===== config.mk =====
export PLATFORM = sky130hd
export DESIGN_NAME = sram_c_drain
export DESIGN_NICKNAME = d
export VERILOG_FILES = /design/src/rtl/npu_pkg.sv /design/src/rtl/sync_fifo.sv /design/src/rtl/sram_c_drain.sv
export SDC_FILE = /design/constraint.sdc
export NUM_CORES = 1
export LEC_CHECK = 0
export CORE_ASPECT_RATIO = 1.4
export CORE_MARGIN = 4
export CORE_UTILIZATION = 57
export DETAILED_ROUTE_END_ITERATION = 10
export PLACE_DENSITY = 0.85
export SETUP_SLACK_MARGIN = 0.3
export SYNTH_ARGS = -nofsm -noshare
export SYNTH_HDL_FRONTEND = slang
export SYNTH_SLANG_ARGS = --single-unit
export TNS_END_PERCENT = 1

===== constraint.sdc =====
create_clock -name clk -period 5 [get_ports clk]
set_input_delay 0.5 -clock clk [delete_from_list [all_inputs] [get_ports clk]]
set_output_delay 0.5 -clock clk [all_outputs]
set_load 0.1 [all_outputs]

===== src/rtl/npu_pkg.sv =====
// Shared NPU definitions: drain FSM state encoding and default skid-buffer depth.
package npu_pkg;

    typedef enum logic [1:0] {
        DRAIN_IDLE  = 2'd0,
        DRAIN_READ  = 2'd1,
        DRAIN_DRAIN = 2'd2
    } drain_state_t;

    localparam int unsigned DRAIN_FIFO_DEPTH = 4;

endpackage


===== src/rtl/sync_fifo.sv =====
// Synchronous FIFO with flush; pushes when full and pops when empty are ignored.
module sync_fifo #(
    parameter int unsigned WIDTH = 8,
    parameter int unsigned DEPTH = 4
) (
    input  logic                     clk,
    input  logic                     rst,
    input  logic                     i_flush,
    input  logic                     i_push,
    input  logic [WIDTH-1:0]         i_data,
    input  logic                     i_pop,
    output logic [WIDTH-1:0]         o_data,
    output logic                     o_full,
    output logic                     o_empty,
    output logic [$clog2(DEPTH):0]   o_count
);

    localparam int unsigned AW = $clog2(DEPTH);

    logic [WIDTH-1:0] r_mem [DEPTH];
    logic [AW-1:0]    r_wr_ptr;
    logic [AW-1:0]    r_rd_ptr;
    logic [AW:0]      r_count;
    logic             w_wr;
    logic             w_rd;

    assign o_full  = (r_count == (AW+1)'(DEPTH));
    assign o_empty = (r_count == '0);
    assign o_count = r_count;
    assign o_data  = r_mem[r_rd_ptr];
    assign w_wr    = i_push & ~o_full;
    assign w_rd    = i_pop & ~o_empty;

    always_ff @(posedge clk or posedge rst) begin
        if (rst) begin
            r_wr_ptr <= '0;
            r_rd_ptr <= '0;
            r_count  <= '0;
        end else if (i_flush) begin
            r_wr_ptr <= '0;
            r_rd_ptr <= '0;
            r_count  <= '0;
        end else begin
            if (w_wr) r_wr_ptr <= r_wr_ptr + AW'(1);
            if (w_rd) r_rd_ptr <= r_rd_ptr + AW'(1);
            case ({w_wr, w_rd})
                2'b10:   r_count <= r_count + (AW+1)'(1);
                2'b01:   r_count <= r_count - (AW+1)'(1);
                default: r_count <= r_count;
            endcase
        end
    end

    always_ff @(posedge clk) begin
        if (w_wr && !i_flush) r_mem[r_wr_ptr] <= i_data;
    end

endmodule


===== src/rtl/sram_c_drain.sv =====
// Streams a block of SRAM C bytes out through a skid FIFO toward the SPI transmit side.
module sram_c_drain
    import npu_pkg::*;
#(
    parameter int unsigned ADDR_W     = 10,
    parameter int unsigned DATA_W     = 8,
    parameter int unsigned FIFO_DEPTH = DRAIN_FIFO_DEPTH
) (
    input  logic              clk,
    input  logic              rst,
    input  logic              start,
    input  logic [ADDR_W-1:0] base_addr,
    input  logic [ADDR_W:0]   length,
    input  logic              abort,
    output logic [ADDR_W-1:0] sram_c_addr,
    output logic              sram_c_re,
    input  logic [DATA_W-1:0] sram_c_dout,
    output logic [DATA_W-1:0] out_data,
    output logic              out_valid,
    input  logic              out_ready,
    output logic              busy,
    output logic              done
);

    localparam int unsigned CW = $clog2(FIFO_DEPTH);

    drain_state_t      r_state;
    drain_state_t      w_state_next;
    logic [ADDR_W-1:0] r_addr;
    logic [ADDR_W:0]   r_remaining;
    logic              r_re;
    logic              r_re_q;
    logic              r_done;
    logic              w_issue;
    logic              w_done_next;
    logic              w_flush;
    logic              w_load;
    logic              w_push;
    logic              w_pop;
    logic              w_full;
    logic              w_empty;
    logic [CW:0]       w_count;
    logic [CW+1:0]     w_pending;
    logic [DATA_W-1:0] w_head;

    // r_re marks a read the SRAM has not yet sampled, r_re_q a byte on sram_c_dout
    // awaiting its push; both are reserved FIFO slots.
    assign w_pending = (CW+2)'(w_count) + (CW+2)'(r_re) + (CW+2)'(r_re_q);
    assign w_push    = r_re_q & ~w_full;
    assign w_pop     = out_valid & out_ready;

    assign sram_c_addr = r_addr;
    assign sram_c_re   = r_re;
    assign out_valid   = ~w_empty;
    assign out_data    = w_empty ? '0 : w_head;
    assign busy        = (r_state != DRAIN_IDLE);
    assign done        = r_done;

    always_comb begin
        w_state_next = r_state;
        w_done_next  = 1'b0;
        w_issue      = 1'b0;
        w_flush      = 1'b0;
        w_load       = 1'b0;
        case (r_state)
            DRAIN_IDLE: begin
                if (start) begin
                    if (length != '0) begin
                        w_load       = 1'b1;
                        w_state_next = DRAIN_READ;
                    end else begin
                        w_done_next  = 1'b1;
                    end
                end
            end
            DRAIN_READ: begin
                if (abort) begin
                    w_flush      = 1'b1;
                    w_done_next  = 1'b1;
                    w_state_next = DRAIN_IDLE;
                end else if (r_remaining == '0) begin
                    w_state_next = DRAIN_DRAIN;
                end else begin
                    w_issue = (w_pending < (CW+2)'(FIFO_DEPTH));
                end
            end
            DRAIN_DRAIN: begin
                if (abort) begin
                    w_flush      = 1'b1;
                    w_done_next  = 1'b1;
                    w_state_next = DRAIN_IDLE;
                end else if (w_pop && (w_count == (CW+1)'(1)) && !r_re_q) begin
                    w_done_next  = 1'b1;
                    w_state_next = DRAIN_IDLE;
                end
            end
            default: w_state_next = DRAIN_IDLE;
        endcase
    end

    always_ff @(posedge clk or posedge rst) begin
        if (rst) begin
            r_state     <= DRAIN_IDLE;
            r_addr      <= '0;
            r_remaining <= '0;
            r_re        <= 1'b0;
            r_re_q      <= 1'b0;
            r_done      <= 1'b0;
        end else begin
            r_state <= w_state_next;
            r_done  <= w_done_next;
            r_re    <= w_issue;
            r_re_q  <= r_re & ~w_flush;
            if (w_load) begin
                r_addr      <= base_addr;
                r_remaining <= length;
            end else begin
                if (r_re)    r_addr      <= r_addr + ADDR_W'(1);
                if (w_issue) r_remaining <= r_remaining - (ADDR_W+1)'(1);
            end
        end
    end

    sync_fifo #(
        .WIDTH (DATA_W),
        .DEPTH (FIFO_DEPTH)
    ) u_fifo (
        .clk     (clk),
        .rst     (rst),
        .i_flush (w_flush),
        .i_push  (w_push),
        .i_data  (sram_c_dout),
        .i_pop   (w_pop),
        .o_data  (w_head),
        .o_full  (w_full),
        .o_empty (w_empty),
        .o_count (w_count)
    );

endmodule


==> images/congestion.png <==
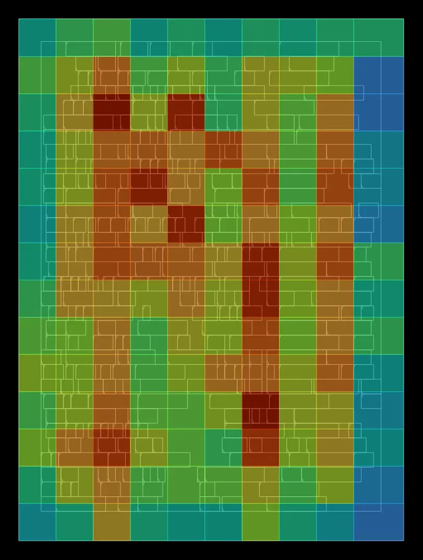
wire length per cell: 15.6 um
met2 Resource Use GR: 0.365
Final Util: 0.726
GRT Max-Usage Layer: met2

==> images/detail.png <==
Window x 16 to 56, y 48 to 88 um. Cells in gray, sequential cells in the stronger gray; small squares are vias.
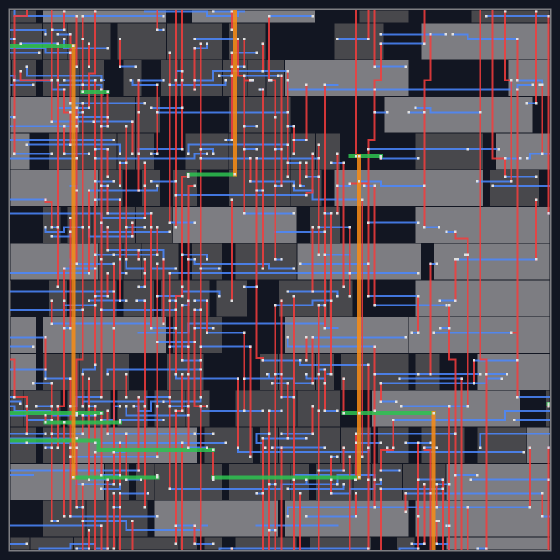
- metal 2: red
- metal 3: green
- metal 4: orange
- metal 1: blue
- cells with their middle in the window: 109
- netlist names of flops here include: u_fifo.r_mem (10), r_remaining (6), u_fifo.o_count (3)
- most frequent: dfrtp_1 (12), edfxtp_1 (10)
- sequential cells in the window: 22

==> images/logic_types.png <==
Scale: 4 px per um.
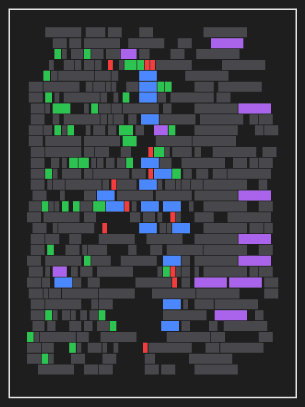
- aoi and oai cells: green (cells 35; most used o21ai_0)
- mux cells: purple (cells 11; most used mux4_2)
- inv cells: red (cells 12; most used inv_1)
- fa/ha/maj cells: blue (cells 17; most used ha_1)
most frequent logic cell in the layout: clkdlybuf4s50_1
Non-Filler Instances: 399
Comb/total area: 0.336

==> images/layer_met2.png <==
Scale: 3 px per um.
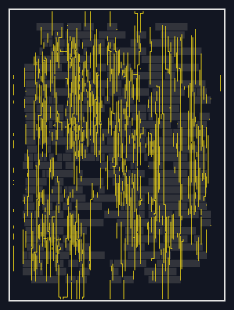
- share of all routed wire: 56%
- main direction: vertical
- wire length on this layer: 3470 um
- longest straight run: 55.1 um
- nets with wire on the layer: 328

==> images/flops_by_reg.png <==
Scale: 4 px per um. Other sequential cells in the stronger gray, the rest of the logic in the fainter gray.
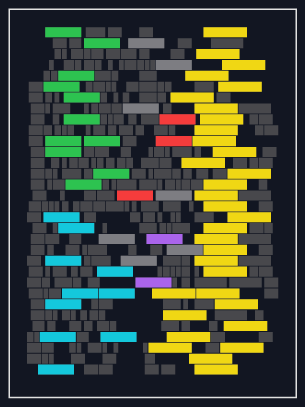
- sram_c_addr: cyan (flops 10)
- u_fifo.o_count: red (flops 3)
- u_fifo.r_wr_ptr: purple (flops 2)
- r_remaining: green (flops 11)
- u_fifo.r_mem: yellow (flops 32; where a vertical strip on the right)
- not colored: 7

-- synth_stat cells, drive strengths merged (2+ instances only) --
library cell and instances:
nand2b 3, nor4 2, a31oi 3, or3 2, nor2 14, a21oi 10
mux4 8, edfxtp 32, xnor2 4, o21ai 17, or4 2, xor2 19
nor2b 2, nand4 6, and3 2, nand3 10, clkbuf 9, ha 17
nor3 3, and2 14, mux2i 2, a2111oi 2, inv 12, dfrtp 33
nand2 26, nand3b 3
-- area by class of cell --
class,instances,area (sq um),area share
Multi-Input combinational cell,181,1340,0.336
Clock buffer,10,128,0.0320
Timing Repair Buffer,57,566,0.142
Tap cell,68,85.1,0.0214
Sequential cell,65,1790,0.448
Clock inverter,6,35.0,0.00879
Inverter,12,45.0,0.0113
-- kinds of logic after synthesis --
| group | after synthesis | share of synthesized area |
|---|---|---|
| xor+xnor | 23 | 0.0629 |
| fa+ha+maj | 17 | 0.0664 |
| buf+inv | 22 | 0.0262 |
| compound gates | 38 | 0.0703 |
| mux | 11 | 0.0660 |
| simple gates | 92 | 0.150 |
| flops | 65 | 0.558 |
-- flip-flops by register name (all words and copies together), names as in the netlist --
signal and flops:
done 1, r_re_q 1, r_remaining 11, r_state 2
sram_c_addr 10, sram_c_re 1, u_fifo.o_count 3, u_fifo.r_mem 32
u_fifo.r_rd_ptr 2, u_fifo.r_wr_ptr 2
-- worst max-delay path, cell delays in order (launching register included) --
cell	delay [ns]
dfrtp_1	0.72
mux4_2	0.59
and2_1	0.17
clkdlybuf4s50_1	0.96
-- layer usage --
metal  track usage  share of wire  routed length, um  vias up
li1              -              -                  -     1075
met1         0.202           0.38               2360     1053
met2         0.365           0.56               3470       65
met3        0.0374          0.045                282       12
met4         0.117          0.020                122        0
met5             0              0                  0        -
-- final timing paths --
check	start	end	slack (ns)	cells past startpoint
setup reg to reg	r_remaining[7]	r_state[1]	2.45	5
hold / removal	rst	sram_c_addr[7]	0.57	3
min in group clk	r_remaining[4]	r_remaining[4]	0.58	2
max in group asynchronous	rst	sram_c_addr[0]	4.12	3
setup / recovery	u_fifo.r_rd_ptr[0]	out_data[5]	1.73	3
hold reg to reg	r_remaining[4]	r_remaining[4]	0.58	2
==> flow_summary.json <==
{
  "outcome": "completed",
  "die_w_um": 71.4,
  "clkTransAtPathRegs_ns": 0.07,
  "cts_root_buffer": "clkbuf_8",
  "cts_buffers": 9,
  "final_area_sq_um": 3980,
  "dp_hpwl_um": 4700,
  "fmax_mhz": 306,
  "hold_viol": 0,
  "portBuffers": 55,
  "dp_cells": 383,
  "die-area_sq_um": 6900,
  "top_area_frac": 0.300,
  "top_area_cell": "edfxtp_1",
  "postRouteAntennaNets": 0,
  "ctsHoldBuffers": 0,
  "pre_cts_slack_ns": 2.06,
  "ys_seq_frac": 0.558,
  "setup_viol": 0,
  "cp.required_ns": 4.50,
  "cp_max_fo": 10,
  "die_y_um": 96.7,
  "antenna_found_initial": 0,
  "num_io_pins": 56,
  "synthCells": 268,
  "cts.sinks": 65,
  "grt_usage": 0.199,
  "finalClockPeriodUsage": 0.654,
  "path_class": "register to output pin",
  "area_growth_pct": 24.4,
  "max_slew_margin": 0.345,
  "cap_violations": 0,
  "gp_congestion": 0.778,
  "topCellsByArea": "edfxtp_1 (30%), dfrtp_1 (26%), ha_1 (6.6%), mux4_2 (5.6%), xor2_1 (5.2%)",
  "worst_slack_ns": 1.73,
  "ys.flop_type": "dfrtp_1",
  "fin_nets": 377,
  "startpoint_type": "register",
  "hold-worst-slack_ns": 0.566,
  "wl_um": 6240,
  "arrival_ns": 2.77,
  "tns_ns": 0,
  "drc": 0,
  "fill_cells": 384,
  "overflow": 0,
  "grt_pass1_vias": 2477,
  "cts_max_level": 3,
  "final_layout_size_suffix_gt1_frac": 0.0846,
  "drtPass1Iterations": 4,
  "hold_path_class": "input pin to asynchronous set/reset pin",
  "yosys_area_sq_um": 3200,
  "worstSkewPairLatency_ns": 0.34,
  "grt_max_degree": 34,
  "finalMaxSlewViolations": 0,
  "cts_resized": 0,
  "syn_area_sq_um": 3200,
  "async_flop_share": 0.508
}
